Run 1, gate families picked out:
Scale: 6 px per um.
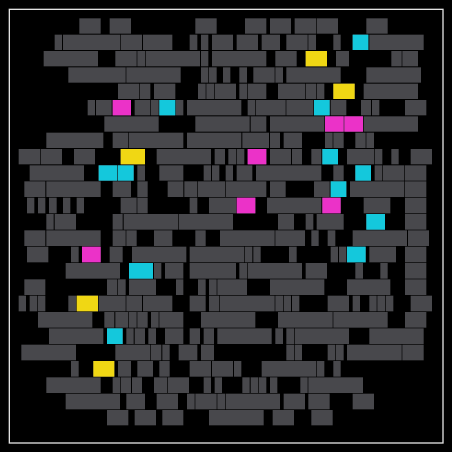
Run 1, close-up of the layout:
Region (21, 35) to (51, 65) um. Cells in grey, sequential cells in the stronger grey; small squares are vias.
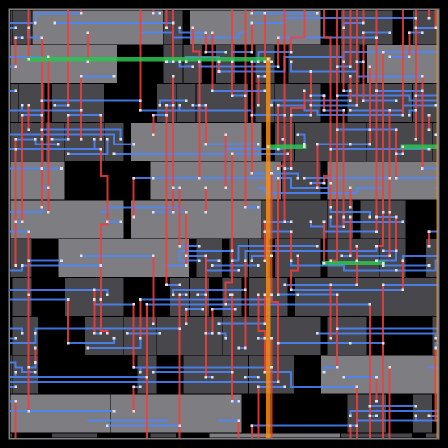
Run 1, the metal 1 layer:
Scale: 4 px per um. Supply wires on this layer in grey.
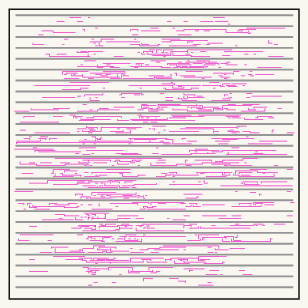
<file path="src/rtl/hb_boot_pkg.sv">
`default_nettype none
// ============================================================================
// Package  : hb_boot_pkg
// Brief    : Shared FSM state type and default geometry for the boot loader.
// Revision : 1.0 - initial release
// ============================================================================
package hb_boot_pkg;

    // Default ROM/RAM address width and the last byte address copied
    localparam int unsigned       DEF_ADDR_W    = 12;
    localparam logic [11:0]       DEF_LAST_ADDR = 12'hFFF;

    // Copy sequencer states
    typedef enum logic [2:0] {
        ST_IDLE  = 3'd0,
        ST_ADDR  = 3'd1,
        ST_WAIT  = 3'd2,
        ST_LATCH = 3'd3,
        ST_WRITE = 3'd4,
        ST_DONE  = 3'd5
    } boot_state_t;

endpackage : hb_boot_pkg
`default_nettype wire

</file>
<file path="src/rtl/boot_addr_counter.sv">
`default_nettype none
// ============================================================================
// Module   : boot_addr_counter
// Brief    : Clear/increment byte address counter with terminal-match flag.
//            Saturates at LAST so it can never wrap back to zero.
// Revision : 1.0 - initial release
// ============================================================================
module boot_addr_counter
    import hb_boot_pkg::*;
#(
    parameter int unsigned        ADDR_W = DEF_ADDR_W,
    parameter logic [ADDR_W-1:0]  LAST   = ADDR_W'(DEF_LAST_ADDR)
) (
    input  logic              clk,
    input  logic              rst_bar,
    input  logic              clr,
    input  logic              inc,
    output logic [ADDR_W-1:0] count,
    output logic              at_last
);

    logic [ADDR_W-1:0] r_count;

    // Counter register: clear wins over increment; increment blocked at LAST
    always_ff @(posedge clk or negedge rst_bar) begin
        if (!rst_bar) begin
            r_count <= '0;
        end else if (clr) begin
            r_count <= '0;
        end else if (inc && !at_last) begin
            r_count <= r_count + 1'b1;
        end
    end

    assign count   = r_count;
    assign at_last = (r_count == LAST);

endmodule : boot_addr_counter
`default_nettype wire

</file>
<file path="src/rtl/boot_loader_ctrl.sv">
`default_nettype none
// ============================================================================
// Module   : boot_loader_ctrl
// Brief    : Copies an EEPROM image byte by byte into RAM, keeps a mod-256
//            checksum, and holds the CPU in reset until the copy completes.
//            Every output is a flop; strobes are decoded from the next state
//            so they line up with the state they belong to.
// Revision : 1.0 - initial release
// ============================================================================
module boot_loader_ctrl
    import hb_boot_pkg::*;
#(
    parameter int unsigned        ADDR_W    = DEF_ADDR_W,
    parameter logic [ADDR_W-1:0]  LAST_ADDR = ADDR_W'(DEF_LAST_ADDR),
    parameter int unsigned        ROM_WAIT  = 1
) (
    input  logic              clk,
    input  logic              rst_bar,
    input  logic              start,
    output logic [ADDR_W-1:0] rom_addr,
    output logic              rom_ce_bar,
    input  logic [7:0]        rom_data,
    output logic [ADDR_W-1:0] ram_addr,
    output logic [7:0]        ram_wdata,
    output logic              ram_cs_bar,
    output logic              ram_we_bar,
    output logic              cpu_hold,
    output logic              busy,
    output logic              done,
    output logic [7:0]        checksum
);

    // Final WAIT cycle index; unused when ROM_WAIT is zero
    localparam logic [2:0] c_wait_last = (ROM_WAIT == 0) ? 3'd0 : 3'(ROM_WAIT - 1);

    boot_state_t       r_state;
    boot_state_t       w_next;
    logic [2:0]        r_wait_cnt;
    logic [ADDR_W-1:0] w_count;
    logic              w_last;
    logic              w_clr;
    logic              w_inc;

    // Address counter restarts whenever the sequencer re-enters IDLE and
    // steps only on the WRITE -> ADDR transition
    assign w_clr = (w_next == ST_IDLE);
    assign w_inc = (r_state == ST_WRITE) && (w_next == ST_ADDR);

    boot_addr_counter #(
        .ADDR_W (ADDR_W),
        .LAST   (LAST_ADDR)
    ) u_addr_counter (
        .clk     (clk),
        .rst_bar (rst_bar),
        .clr     (w_clr),
        .inc     (w_inc),
        .count   (w_count),
        .at_last (w_last)
    );

    // The counter itself is a flop, so it drives the ROM address directly
    assign rom_addr = w_count;

    // State register
    always_ff @(posedge clk or negedge rst_bar) begin
        if (!rst_bar) begin
            r_state <= ST_IDLE;
        end else begin
            r_state <= w_next;
        end
    end

    // Next-state decode
    always_comb begin
        w_next = r_state;
        case (r_state)
            ST_IDLE:  w_next = ST_ADDR;
            ST_ADDR:  w_next = (ROM_WAIT > 0) ? ST_WAIT : ST_LATCH;
            ST_WAIT:  if (r_wait_cnt == c_wait_last) w_next = ST_LATCH;
            ST_LATCH: w_next = ST_WRITE;
            ST_WRITE: w_next = w_last ? ST_DONE : ST_ADDR;
            ST_DONE:  if (start) w_next = ST_IDLE;
            default:  w_next = ST_IDLE;
        endcase
    end

    // EEPROM wait-cycle counter, counts cycles spent in WAIT
    always_ff @(posedge clk or negedge rst_bar) begin
        if (!rst_bar) begin
            r_wait_cnt <= '0;
        end else if (r_state == ST_WAIT) begin
            r_wait_cnt <= r_wait_cnt + 3'd1;
        end else begin
            r_wait_cnt <= '0;
        end
    end

    // Registered outputs; ROM data is captured on the edge entering LATCH so
    // RAM address/data are already valid throughout LATCH and WRITE
    always_ff @(posedge clk or negedge rst_bar) begin
        if (!rst_bar) begin
            ram_addr   <= '0;
            ram_wdata  <= '0;
            checksum   <= '0;
            rom_ce_bar <= 1'b1;
            ram_cs_bar <= 1'b1;
            ram_we_bar <= 1'b1;
            cpu_hold   <= 1'b1;
            busy       <= 1'b1;
            done       <= 1'b0;
        end else begin
            rom_ce_bar <= !((w_next == ST_ADDR) || (w_next == ST_WAIT) ||
                            (w_next == ST_LATCH));
            ram_cs_bar <= (w_next != ST_WRITE);
            ram_we_bar <= (w_next != ST_WRITE);
            cpu_hold   <= (w_next != ST_DONE);
            busy       <= (w_next != ST_DONE);
            done       <= (w_next == ST_DONE);
            if (w_next == ST_IDLE) begin
                checksum <= '0;
            end else if (w_next == ST_LATCH) begin
                ram_wdata <= rom_data;
                ram_addr  <= w_count;
                checksum  <= checksum + rom_data;
            end
        end
    end

endmodule : boot_loader_ctrl
`default_nettype wire

</file>
<file path="config.mk">
export PLATFORM = sky130hd
export DESIGN_NAME = boot_loader_ctrl
export DESIGN_NICKNAME = d
export VERILOG_FILES = /design/src/rtl/hb_boot_pkg.sv /design/src/rtl/boot_addr_counter.sv /design/src/rtl/boot_loader_ctrl.sv
export SDC_FILE = /design/constraint.sdc
export NUM_CORES = 1
export LEC_CHECK = 0
export ABC_AREA = 0
export CORE_MARGIN = 1
export CORE_UTILIZATION = 50
export CTS_CLUSTER_DIAMETER = 50
export CTS_CLUSTER_SIZE = 8
export DETAILED_ROUTE_END_ITERATION = 10
export PLACE_DENSITY = 0.8
export SYNTH_ARGS = -nofsm -noshare
export SYNTH_HDL_FRONTEND = slang
export SYNTH_HIERARCHICAL = 1
export SYNTH_SLANG_ARGS = --single-unit
</file>
<file path="constraint.sdc">
create_clock -name clk -period 7.1 [get_ports clk]
set_clock_uncertainty 0.2 [all_clocks]
set_input_delay 0.71 -clock clk [delete_from_list [all_inputs] [get_ports clk]]
set_output_delay 0.71 -clock clk [all_outputs]
set_load 0.1 [all_outputs]
</file>
==> impl_metrics.toml, run 1 <==
# generated from flow reports
[outcome]
outcome = "finished, final reports clean"

[hold_path]
whs_path_depth = 1

[detailed_routing]
wirelength_um = 5014
dr_total_vias = 1932
wl_met2_um = 2387
route.met3.wl_um = 222
routedWlPerCell_um = 13.51
top_layer = "met4"

[final_layout]
drive_gt1_share_pct = 7.895
regArea_sq_um = 1255
lay_top_cells = "71 x nand2_1, 55 x clkdlybuf4s50_1, 47 x dfrtp_1"
utilization_pct = 67.05
fillers = 406
final_cells = 371
syn_to_final_growth_pct = 29.13

[global_route]
antenna_found_initial = 0
grt_pass1_vias = 1803
grt_use_met3_pct = 4.167
grt_max_degree = 51
grt_pass1_wl_um = 8438
grt_overflow_total = 0
busiest_layer = "met2"

[cts]
clk_latency_ns = 0.31
post_cts_buffers = 0
path_clk_slew_ns = 0.09

[worst_setup_path]
critPathRequiredTime_ns = 7.06
cp-startpoint = "u_addr_counter/count[0]"
rr_worst_depth = 8
r2r-start = "u_addr_counter/count[0]"
crit_chain = "ha_1 -> nand2_1 -> nor4_2 -> nor4b_1 -> nand3_1 -> or3_4 -> o311ai_0 -> o41ai_1"
r2r-end = "u_addr_counter/count[9]"
end_kind = "register"
cp-endpoint = "u_addr_counter/count[9]"

[yosys]
ys_seq_share_pct = 51.17
ys_cells = 248
synthXorXnorAreaFrac_pct = 2.500
ff_type = "dfrtp_1"
syn_area_per_cell_sq_um = 9.889
yosys-stat-area_sq_um = 2452
synthTopCellsByArea = "dfrtp_1 48%, nand2_1 11%, ha_1 5.1%"
syn-num-nets = 270
ys_types = 45
yosys-mux-area-fraction_pct = 2.092

[sta]
whs_ns = 0.2624
rsz0062_at_grt = "no"
setup_viol = 0
period_used_pct = 42.78

[die]
chip_area_sq_um = 5189
boundaryPins = 57
coreArea_sq_um = 4723

[placed_design]
gp_congestion = 0.7940
port_buffers = 56

[job]
drv_cap = 0
About 'gate families picked out':
multiplexers: in yellow, cells 5, most used mux2i_1. AND-OR and OR-AND gates: in cyan, cells 12, most used a21o_1. XOR/XNOR gates: in magenta, cells 7, most used xnor2_1.

About 'close-up of the layout':
metal 1: in blue. metal 2: in red. metal 3: in green. metal 4: in orange.
67 logic cells have their middle in the window. Netlist names of flops here include checksum (4), ram_wdata (3), r_state (2). Sequential cells in the window: 13. Most frequent: nand2_1 (13), dfrtp_1 (13), ha_1 (5).

About 'the metal 1 layer':
The wires run mostly horizontal. The layer holds 46% of the routed length. The longest straight run is 38.2 um. The layer carries 2330 um of wire. 288 nets have wire on it.

-- run 1: flip-flops by register name, summed over array words and instances, names as in the netlist --
register	count
rom_ce_bar	1
r_state	3
ram_addr	12
ram_we_bar	1
busy	1
r_wait_cnt	3
checksum	8
ram_wdata	8
done	1
u_addr_counter/count	12
-- run 1: worst reg2reg max path, cell delays in order (launching register included) --
cell and delay (ns):
dfrtp_1 0.45, ha_1 0.25, nand2_1 0.14, nor4_2 0.10
nor4b_1 0.66, nand3_1 0.25, or3_4 0.41, o311ai_0 0.29
o41ai_1 0.14
-- run 1: layout make-up --
type,instances,area share (%)
multi-input cells,179,35.05
clock buffers,6,2.292
inverters,8,0.9482
clock inverters,2,1.185
flip-flops and latches,50,39.63
repair buffers,59,18.25
well taps,67,2.647
==> run 2, diff against run 1 <==
==> constraint.sdc (replaced) <==
create_clock -name clk -period 2.8 [get_ports clk]
set_clock_uncertainty 0.2 [all_clocks]
set_input_delay 0.28 -clock clk [delete_from_list [all_inputs] [get_ports clk]]
set_output_delay 0.28 -clock clk [all_outputs]
set_load 0.1 [all_outputs]
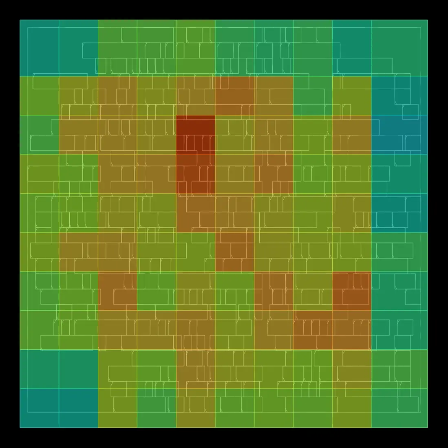
Run 2: routing congestion map
met2 usage: 33.86%
grt peak-use layer: met2
Global Route met3 Usage: 4.028%
GRT Total Usage: 21.44%

==> impl_metrics.toml, run 2 <==
# generated from flow reports
[die]
std_cell_rows = 25
chip_area_sq_um = 5189
boundaryPins = 57

[detailed_routing]
routedWlPerCell_um = 13.80
route.met3.wl_um = 162
drt_iter0_drc = 160
top_layer = "met4"
wl_met2_um = 2414
wirelength_um = 5189
dr_total_vias = 1957

[global_route]
grt_overflow_total = 0
gr-usage-met1_pct = 30.90
grt_max_degree = 51
antenna_found_initial = 0
grt_pass1_wl_um = 8638
grt_pass1_vias = 1848

[cts]
post_cts_buffers = 0
cts-htree-levels = 2
numCtsBuffers = 5
postCtsHoldBufs = 1
clk_latency_ns = 0.30
path_clk_slew_ns = 0.09

[yosys]
ff_type = "dfrtp_1"
synthesis.area_sq_um = 2452
ys_cells = 248
syn-num-nets = 270
ys_types = 45
syn_area_per_cell_sq_um = 9.889
ys_seq_share_pct = 51.17
yosys-stat-area_sq_um = 2452
synthTopCellsByArea = "dfrtp_1 48%, nand2_1 11%, ha_1 5.1%"

[hold_path]
whs_path_depth = 1

[worst_setup_path]
cp-startpoint = "u_addr_counter/count[0]"
crit_chain = "ha_1 -> nand2_1 -> nor4_2 -> nor4b_2 -> nand3_1 -> or3_4 -> o311ai_0 -> o41ai_1"
cp-endpoint = "u_addr_counter/count[9]"
r2r-start = "u_addr_counter/count[0]"
end_kind = "register"
rr_worst_depth = 8
r2r-end = "u_addr_counter/count[9]"
critPathRequiredTime_ns = 2.76

[final_layout]
utilization_pct = 65.30
lay_top_cells = "71 x nand2_1, 53 x buf_4, 37 x dfrtp_1"
syn_to_final_growth_pct = 25.77
fillers = 416
regArea_sq_um = 1267
drive_gt1_share_pct = 27.18

[job]
drv_cap = 0

[outcome]
outcome = "finished, final reports clean"

[placed_design]
port_buffers = 56
dpl-instance-area_sq_um = 2990
gp_congestion = 0.8521

[sta]
setup_viol = 0
fin_setup_tns_ns = 0
rsz0062_at_grt = "no"
whs_ns = 0.2779
## run 2: logic make-up (layout without fill, tap and decap cells)
group / count (synthesis) / in the layout / synth area share [%]
and+or+nand+nor: 114 / 114 / 22.86
muxes: 5 / 5 / 2.092
xor gates and xnor gates: 7 / 7 / 2.500
DFF: 50 / 50 / 51.17
adders and majority gates: 11 / 11 / 5.918
AOI/OAI and AO/OA: 42 / 42 / 11.89
buffers and inverters: 19 / 80 / 3.571
## run 2: layout make-up
cell class,instances,share of cell area [%]
well taps,67,2.718
repair buffers,64,16.31
multi-input cells,179,36.19
inverters,8,0.9736
clock buffers,7,2.475
flip-flops and latches,50,41.10
clock inverters,1,0.2434
